--- src/rtl/common_types.sv ---
// rtl/common_types.sv - shared types for the dyt memory controller
// Contents: word_t bus word, memctrl_state_t FSM states, grant_t requester id,
// CNT_W latency counter width (READ_LATENCY up to 4 must fit).
package common_types;

  typedef logic [31:0] word_t;

  typedef enum logic [1:0] {
    IDLE,
    ACCESS,
    WAIT,
    RESP
  } memctrl_state_t;

  typedef enum logic {
    GRANT_I,
    GRANT_D
  } grant_t;

  localparam int CNT_W = 3;

endpackage

--- src/rtl/dyt_mem_ctrl_if.sv ---
// rtl/dyt_mem_ctrl_if.sv - cpu-side request/response bundle for dyt_mem_ctrl
// Instruction port: iren, iaddr -> ihit, iload.
// Data port: dren, dwen, daddr, dstore -> dhit, dload.
// master: the requesting cpu side; slave: the memory controller.
interface dyt_mem_ctrl_if;
  import common_types::*;

  logic  iren;
  word_t iaddr;
  logic  ihit;
  word_t iload;
  logic  dren;
  logic  dwen;
  word_t daddr;
  word_t dstore;
  logic  dhit;
  word_t dload;

  modport master (
    output iren, iaddr, dren, dwen, daddr, dstore,
    input  ihit, iload, dhit, dload
  );

  modport slave (
    input  iren, iaddr, dren, dwen, daddr, dstore,
    output ihit, iload, dhit, dload
  );

endinterface

--- src/rtl/dyt_mem_rr_arb.sv ---
// rtl/dyt_mem_rr_arb.sv - instruction/data grant selection with anti-starvation
// Ports: CLK, nRST; iren, dreq (dren|dwen) requests; take (grant accepted this
// cycle); grant_sel (combinational choice); grant (owner of the current transaction).
module dyt_mem_rr_arb
  import common_types::*;
(
  input  logic   CLK,
  input  logic   nRST,
  input  logic   iren,
  input  logic   dreq,
  input  logic   take,
  output grant_t grant_sel,
  output grant_t grant
);

  grant_t last_grant;

  // Data normally wins; after a data grant a waiting fetch goes first.
  always_comb begin
    grant_sel = GRANT_I;
    if (dreq && !(last_grant == GRANT_D && iren)) begin
      grant_sel = GRANT_D;
    end
  end

  always_ff @(posedge CLK) begin
    if (!nRST) begin
      last_grant <= GRANT_I;
    end else if (take) begin
      last_grant <= grant_sel;
    end
  end

  // The last grant is held for the whole transaction, so it doubles as the
  // owner of the access in flight.
  assign grant = last_grant;

endmodule

--- src/rtl/dyt_mem_ctrl.sv ---
// rtl/dyt_mem_ctrl.sv - single-outstanding SRAM controller for fetch and data ports
// Ports: CLK, nRST (sync active-low); cpu (dyt_mem_ctrl_if.slave);
// sram_address, sram_w_data, sram_ren, sram_wen out; sram_r_data in.
module dyt_mem_ctrl
  import common_types::*;
#(
  parameter int READ_LATENCY = 1
) (
  input  logic          CLK,
  input  logic          nRST,
  dyt_mem_ctrl_if.slave cpu,
  output word_t         sram_address,
  output word_t         sram_w_data,
  output logic          sram_ren,
  output logic          sram_wen,
  input  word_t         sram_r_data
);

  memctrl_state_t   state;
  memctrl_state_t   state_nxt;
  grant_t           grant_sel;
  grant_t           grant;
  logic             dreq;
  logic             any_req;
  logic             take;
  logic             cap;
  logic             wr_r;
  word_t            addr_r;
  word_t            data_r;
  logic [CNT_W-1:0] cnt;
  word_t            iload_r;
  word_t            dload_r;

  assign dreq    = cpu.dren | cpu.dwen;
  assign any_req = dreq | cpu.iren;
  assign take    = (state == IDLE) && any_req;
  // cnt is 1 in the first WAIT cycle, so it equals the cycles since ACCESS.
  assign cap     = (state == WAIT) && (cnt == CNT_W'(READ_LATENCY));

  dyt_mem_rr_arb u_arb (
    .CLK       (CLK),
    .nRST      (nRST),
    .iren      (cpu.iren),
    .dreq      (dreq),
    .take      (take),
    .grant_sel (grant_sel),
    .grant     (grant)
  );

  always_ff @(posedge CLK) begin
    if (!nRST) begin
      state <= IDLE;
    end else begin
      state <= state_nxt;
    end
  end

  // Outputs are gated by nRST so strobes drop in the reset cycle itself.
  always_comb begin
    state_nxt    = state;
    sram_address = '0;
    sram_w_data  = '0;
    sram_ren     = 1'b0;
    sram_wen     = 1'b0;
    cpu.ihit     = 1'b0;
    cpu.dhit     = 1'b0;
    unique case (state)
      IDLE: begin
        if (any_req) state_nxt = ACCESS;
      end
      ACCESS: begin
        state_nxt    = wr_r ? RESP : WAIT;
        sram_address = addr_r;
        sram_ren     = nRST & ~wr_r;
        sram_wen     = nRST & wr_r;
        if (wr_r) sram_w_data = data_r;
      end
      WAIT: begin
        if (cap) state_nxt = RESP;
        sram_address = addr_r;
      end
      RESP: begin
        state_nxt = IDLE;
        cpu.ihit  = nRST && (grant == GRANT_I);
        cpu.dhit  = nRST && (grant == GRANT_D);
      end
      default: state_nxt = IDLE;
    endcase
    if (!nRST) begin
      sram_address = '0;
      sram_w_data  = '0;
    end
  end

  always_ff @(posedge CLK) begin
    if (!nRST) begin
      wr_r    <= 1'b0;
      addr_r  <= '0;
      data_r  <= '0;
      cnt     <= '0;
      iload_r <= '0;
      dload_r <= '0;
    end else begin
      if (take) begin
        if (grant_sel == GRANT_D) begin
          wr_r   <= cpu.dwen;
          addr_r <= cpu.daddr;
          data_r <= cpu.dstore;
        end else begin
          wr_r   <= 1'b0;
          addr_r <= cpu.iaddr;
          data_r <= '0;
        end
      end
      if (state == ACCESS) begin
        cnt <= CNT_W'(1);
      end else if ((state == WAIT) && !cap) begin
        cnt <= cnt + CNT_W'(1);
      end
      if (cap) begin
        if (grant == GRANT_I) iload_r <= sram_r_data;
        else                  dload_r <= sram_r_data;
      end
    end
  end

  assign cpu.iload = iload_r;
  assign cpu.dload = dload_r;

endmodule

--- src/flat_wrapper.sv ---
// flat-port wrapper written by rule: the top's interface ports become plain ports
module dyt_mem_ctrl_flat import common_types::*;
#(
  parameter int READ_LATENCY = 1
)
  (CLK, nRST, sram_address, sram_w_data, sram_ren, sram_wen, sram_r_data, cpu_iren, cpu_iaddr, cpu_dren, cpu_dwen, cpu_daddr, cpu_dstore, cpu_ihit, cpu_iload, cpu_dhit, cpu_dload);
  dyt_mem_ctrl_if cpu_i ();
  input  logic CLK;
  input  logic nRST;
  output word_t sram_address;
  output word_t sram_w_data;
  output logic sram_ren;
  output logic sram_wen;
  input  word_t sram_r_data;
  input wire logic [$bits(cpu_i.iren)-1:0] cpu_iren;
  input wire logic [$bits(cpu_i.iaddr)-1:0] cpu_iaddr;
  input wire logic [$bits(cpu_i.dren)-1:0] cpu_dren;
  input wire logic [$bits(cpu_i.dwen)-1:0] cpu_dwen;
  input wire logic [$bits(cpu_i.daddr)-1:0] cpu_daddr;
  input wire logic [$bits(cpu_i.dstore)-1:0] cpu_dstore;
  output wire logic [$bits(cpu_i.ihit)-1:0] cpu_ihit;
  output wire logic [$bits(cpu_i.iload)-1:0] cpu_iload;
  output wire logic [$bits(cpu_i.dhit)-1:0] cpu_dhit;
  output wire logic [$bits(cpu_i.dload)-1:0] cpu_dload;
  assign cpu_i.iren = cpu_iren;
  assign cpu_i.iaddr = cpu_iaddr;
  assign cpu_i.dren = cpu_dren;
  assign cpu_i.dwen = cpu_dwen;
  assign cpu_i.daddr = cpu_daddr;
  assign cpu_i.dstore = cpu_dstore;
  assign cpu_ihit = cpu_i.ihit;
  assign cpu_iload = cpu_i.iload;
  assign cpu_dhit = cpu_i.dhit;
  assign cpu_dload = cpu_i.dload;
  dyt_mem_ctrl #(.READ_LATENCY(READ_LATENCY)) u_core (.CLK(CLK), .nRST(nRST), .cpu(cpu_i), .sram_address(sram_address), .sram_w_data(sram_w_data), .sram_ren(sram_ren), .sram_wen(sram_wen), .sram_r_data(sram_r_data));
endmodule
--- config.mk ---
export PLATFORM = sky130hd
export DESIGN_NAME = dyt_mem_ctrl_flat
export DESIGN_NICKNAME = d
export VERILOG_FILES = /design/src/rtl/common_types.sv /design/src/rtl/dyt_mem_ctrl_if.sv /design/src/rtl/dyt_mem_rr_arb.sv /design/src/rtl/dyt_mem_ctrl.sv /design/src/flat_wrapper.sv
export SDC_FILE = /design/constraint.sdc
export NUM_CORES = 1
export LEC_CHECK = 0
export CAP_MARGIN = 25
export CORE_MARGIN = 1.5
export CORE_UTILIZATION = 30
export CTS_CLUSTER_DIAMETER = 200
export DETAILED_ROUTE_END_ITERATION = 8
export PLACE_DENSITY = 0.68
export SLEW_MARGIN = 20
export SYNTH_ARGS = -nofsm -noshare
export SYNTH_HDL_FRONTEND = slang
export SYNTH_HIERARCHICAL = 1
export SYNTH_SLANG_ARGS = --single-unit
--- constraint.sdc ---
create_clock -name CLK -period 4.9 [get_ports CLK]
set_input_delay 0.98 -clock CLK [delete_from_list [all_inputs] [get_ports CLK]]
set_output_delay 0.98 -clock CLK [all_outputs]
set_load 0.02 [all_outputs]
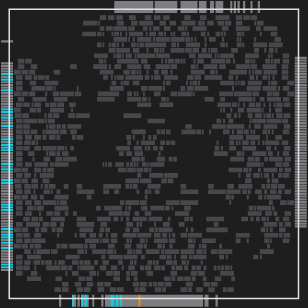
Figure 1: run 1, I/O pins on the die edge.
Scale: 2 px per um. Pins as bars across the die edge, other pins in gray.
cyan -> cpu_iaddr  # pins 32, direction input, edge 25 west, 7 south
orange -> cpu_dren  # pins 1, direction input, edge south
all pins by edge = 78 west, 66 south, 63 east, 58 north
IO Port Bufs: 264
Die X: 144 um
Die Height: 144 um

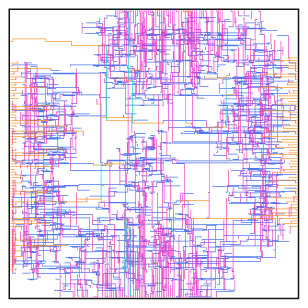
Figure 2: run 1, signal wires by layer.
Scale: 2 px per um.
orange -> M3  # wire length 1280 um
magenta -> M2  # wire length 8190 um
blue -> M1  # wire length 7650 um
cyan -> M4  # wire length 352 um

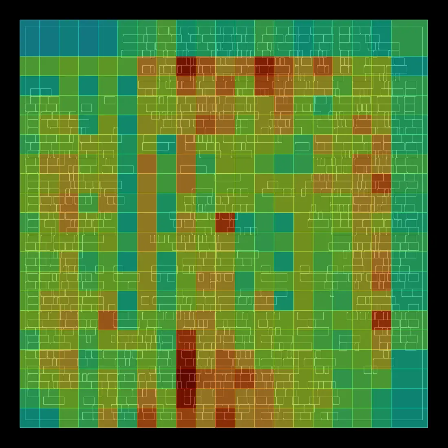
Figure 3: run 1, routing congestion map.
met2 usage: 0.281
WL/cell: 14.5 um
GR peak layer: met2

==> impl_metrics.yaml, run 1 <==
# physical design summary
outcome:
  status: "finished, final reports clean"
global_route:
  grt_usage: 0.169
  grt_start_max_net_pins: 88
  grt_pass1_vias: 5269
  grt_use_met1: 0.205
synthesis:
  synth_top_area_share: 0.454
  syn_area_mm2: 0.00596
  async_reset_ff_frac: 0
  ys.flops: 135
  topCombFamilyByArea: "simple AND/OR/NAND/NOR gates"
  yosysChipArea_mm2: 0.00596
  ys_cells: 692
  common_cells: "nand2_1, dfxtp_1, a21boi_0, clkbuf_1, and3_1"
  adder_share: 0.0147
  ff_type: "dfxtp_1"
  xor_share: 0.00147
detailed_routing:
  drtIter0Drc: 212
  drcViolationCount: 0
  wl_met2_mm: 8.19
  route.met3.wl_mm: 1.28
  vias: 5497
  top_layer: "met4"
worst_setup_path:
  worstPathCellList: "inv_1 > ha_1 > and3_1 > clkdlybuf4s50_1"
  r2r_start: "u_core/state[0]$_SDFFE_PN0P_"
  cp-startpoint: "u_core/state[0]$_SDFFE_PN0P_"
  worstPathRequired_ps: 3920
  crit_end: "sram_address[1]"
  worstPathArrival_ps: 2750
  timing.critical_path.max_delay_family: "adder cells"
min_path:
  hold_path_end: "u_core/data_r[3]$_SDFFE_PN0P_"
  hold_path_depth: 2
  hold_class: "register to register"
final_layout:
  comb_area_mm2: 0.00299
  fin_util: 0.484
  lay_top_cells: "clkdlybuf4s50_1, nand2_1, dfxtp_1"
  layout_top_cell: "clkdlybuf4s50_1"
  comb.multi_input.count: 494
  seq_share: 0.287
  num-clock-buffers: 19
  drive_above_1_share: 0.0531
  area.sequential_mm2: 0.00270
  inverters: 5
  nets: 1068
  clkCellAreaFrac: 0.0685
  fill_cells: 1849
  nNonClkBuffers: 275
  stdcell_area_mm2: 0.00942
  area_delta_synth_final_pct: 58.2
power:
  p_per_area_mw_per_mm2: 433
  power.internal_mw: 2.73
  total_leakage_power_nw: 3.87
  p_switching_mw: 1.34
  pwr-share-clk: 0.342
  power_mw: 4.08
  sequentialPowerShare: 0.346
  maxPowerGroup: "registers"
  comb_cell_power_mw: 1.27
clock_network:
  cts_setup_buffers: 0
  cts_tree: "built"
  clk_latency_ps: 410
  cts_sinks: 135
timing:
  fin_skew_ps: 9.85
  slew_violations: 0
  final-hold-violation-count: 0
  max_freq_mhz: 268
  fin_crit_sh: 0.762
  worst_hold_slack_ps: 456
die:
  tap_cells: 265
  dieArea_mm2: 0.0207
  coreArea_mm2: 0.0195
placed_design:
  hpwl_mm: 12.0
  place_ws_ps: 1210
  place_inst: 1174
  place_congestion: 0.760
==> run 2, diff against run 1 <==
- PLACE_DENSITY: 0.68 -> 0.7
- clock period: 4.9 -> 3.2 ns (I/O delays scaled with it)
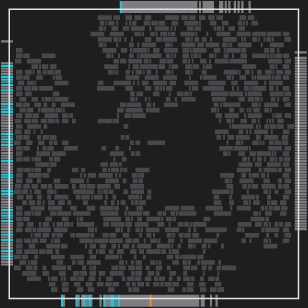
Figure 4: run 2, I/O pins on the die edge.
Scale: 2 px per um. Pins as bars across the die edge, other pins in gray.
cyan -> cpu_iaddr  # pins 32, direction input, edge 23 west, 8 south, 1 north
orange -> cpu_dren  # pins 1, direction input, edge south

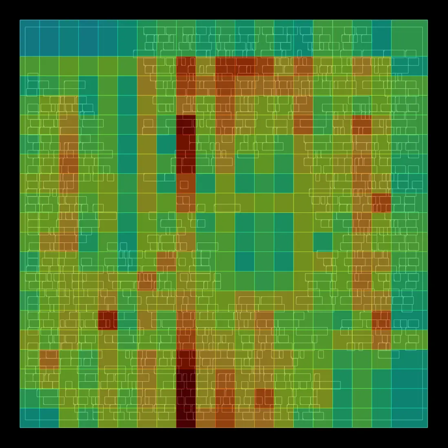
Figure 5: run 2, routing congestion map.
met2 usage: 0.284
WL/cell: 14.4 um
Total GRT Usage: 0.169
met1 Track Usage GR: 0.208

==> run 2 against run 1 <==
  * Setup slack worse by 970 ps
  * First-iteration DRC count down 23%
  * Die size unchanged
  * Largest power group is now clock
  * Highest routed layer unchanged
==> impl_metrics.yaml, run 2 <==
# physical design summary
power:
  pwr-share-clk: 0.348
  p_switching_mw: 2.08
  power.internal_mw: 4.27
  maxPowerGroup: "clock"
  sequentialPowerShare: 0.340
  comb_cell_power_mw: 1.99
  power_mw: 6.35
  total_leakage_power_nw: 3.91
  p_per_area_mw_per_mm2: 670
synthesis:
  ys.flops: 135
  xor_share: 0.00147
  syn_area_mm2: 0.00596
  async_reset_ff_frac: 0
  ys_cells: 692
  synth_top_area_share: 0.454
  yosysChipArea_mm2: 0.00596
  topCombFamilyByArea: "simple AND/OR/NAND/NOR gates"
  adder_share: 0.0147
timing:
  max_freq_mhz: 333
  fin_crit_sh: 0.939
  worst_hold_slack_ps: 457
  final-hold-violation-count: 0
  fin_skew_ps: 11.6
worst_setup_path:
  r2r_start: "u_core/state[0]$_SDFFE_PN0P_"
  worstPathRequired_ps: 2560
  cp-startpoint: "u_core/state[0]$_SDFFE_PN0P_"
  timing.critical_path.max_delay_family: "buffers and inverters"
  worstPathArrival_ps: 2370
  crit_end: "sram_address[28]"
global_route:
  grt_busiest_layer: "met2"
  grt_pass1_vias: 5396
die:
  die_width_um: 144
  tap_cells: 265
  coreArea_mm2: 0.0195
detailed_routing:
  top_layer: "met4"
  drcViolationCount: 0
  wl_met2_mm: 8.06
  vias: 5549
final_layout:
  nets: 1072
  lay_top_cells: "clkdlybuf4s50_1, nand2_1, dfxtp_1"
  nNonClkBuffers: 279
  seq_share: 0.285
  comb.multi_input.count: 494
  drive_above_1_share: 0.0561
  comb_area_mm2: 0.00299
  fill_cells: 1877
  num-clock-buffers: 18
  area_delta_synth_final_pct: 59.3
  clkCellAreaFrac: 0.0702
clock_network:
  cts_setup_buffers: 0
  cts_sinks: 135
  cts_tree: "built"
  clk_latency_ps: 410
placed_design:
  place_ws_ps: 597
  port_buffers: 264
  place_inst: 1178
  place_congestion: 0.801
  hpwl_mm: 12.0
min_path:
  hold_class: "register to register"
  hold_path_depth: 2
outcome:
  status: "finished, final reports clean"
No activity file was given, so power comes from the tool's default toggle rates.
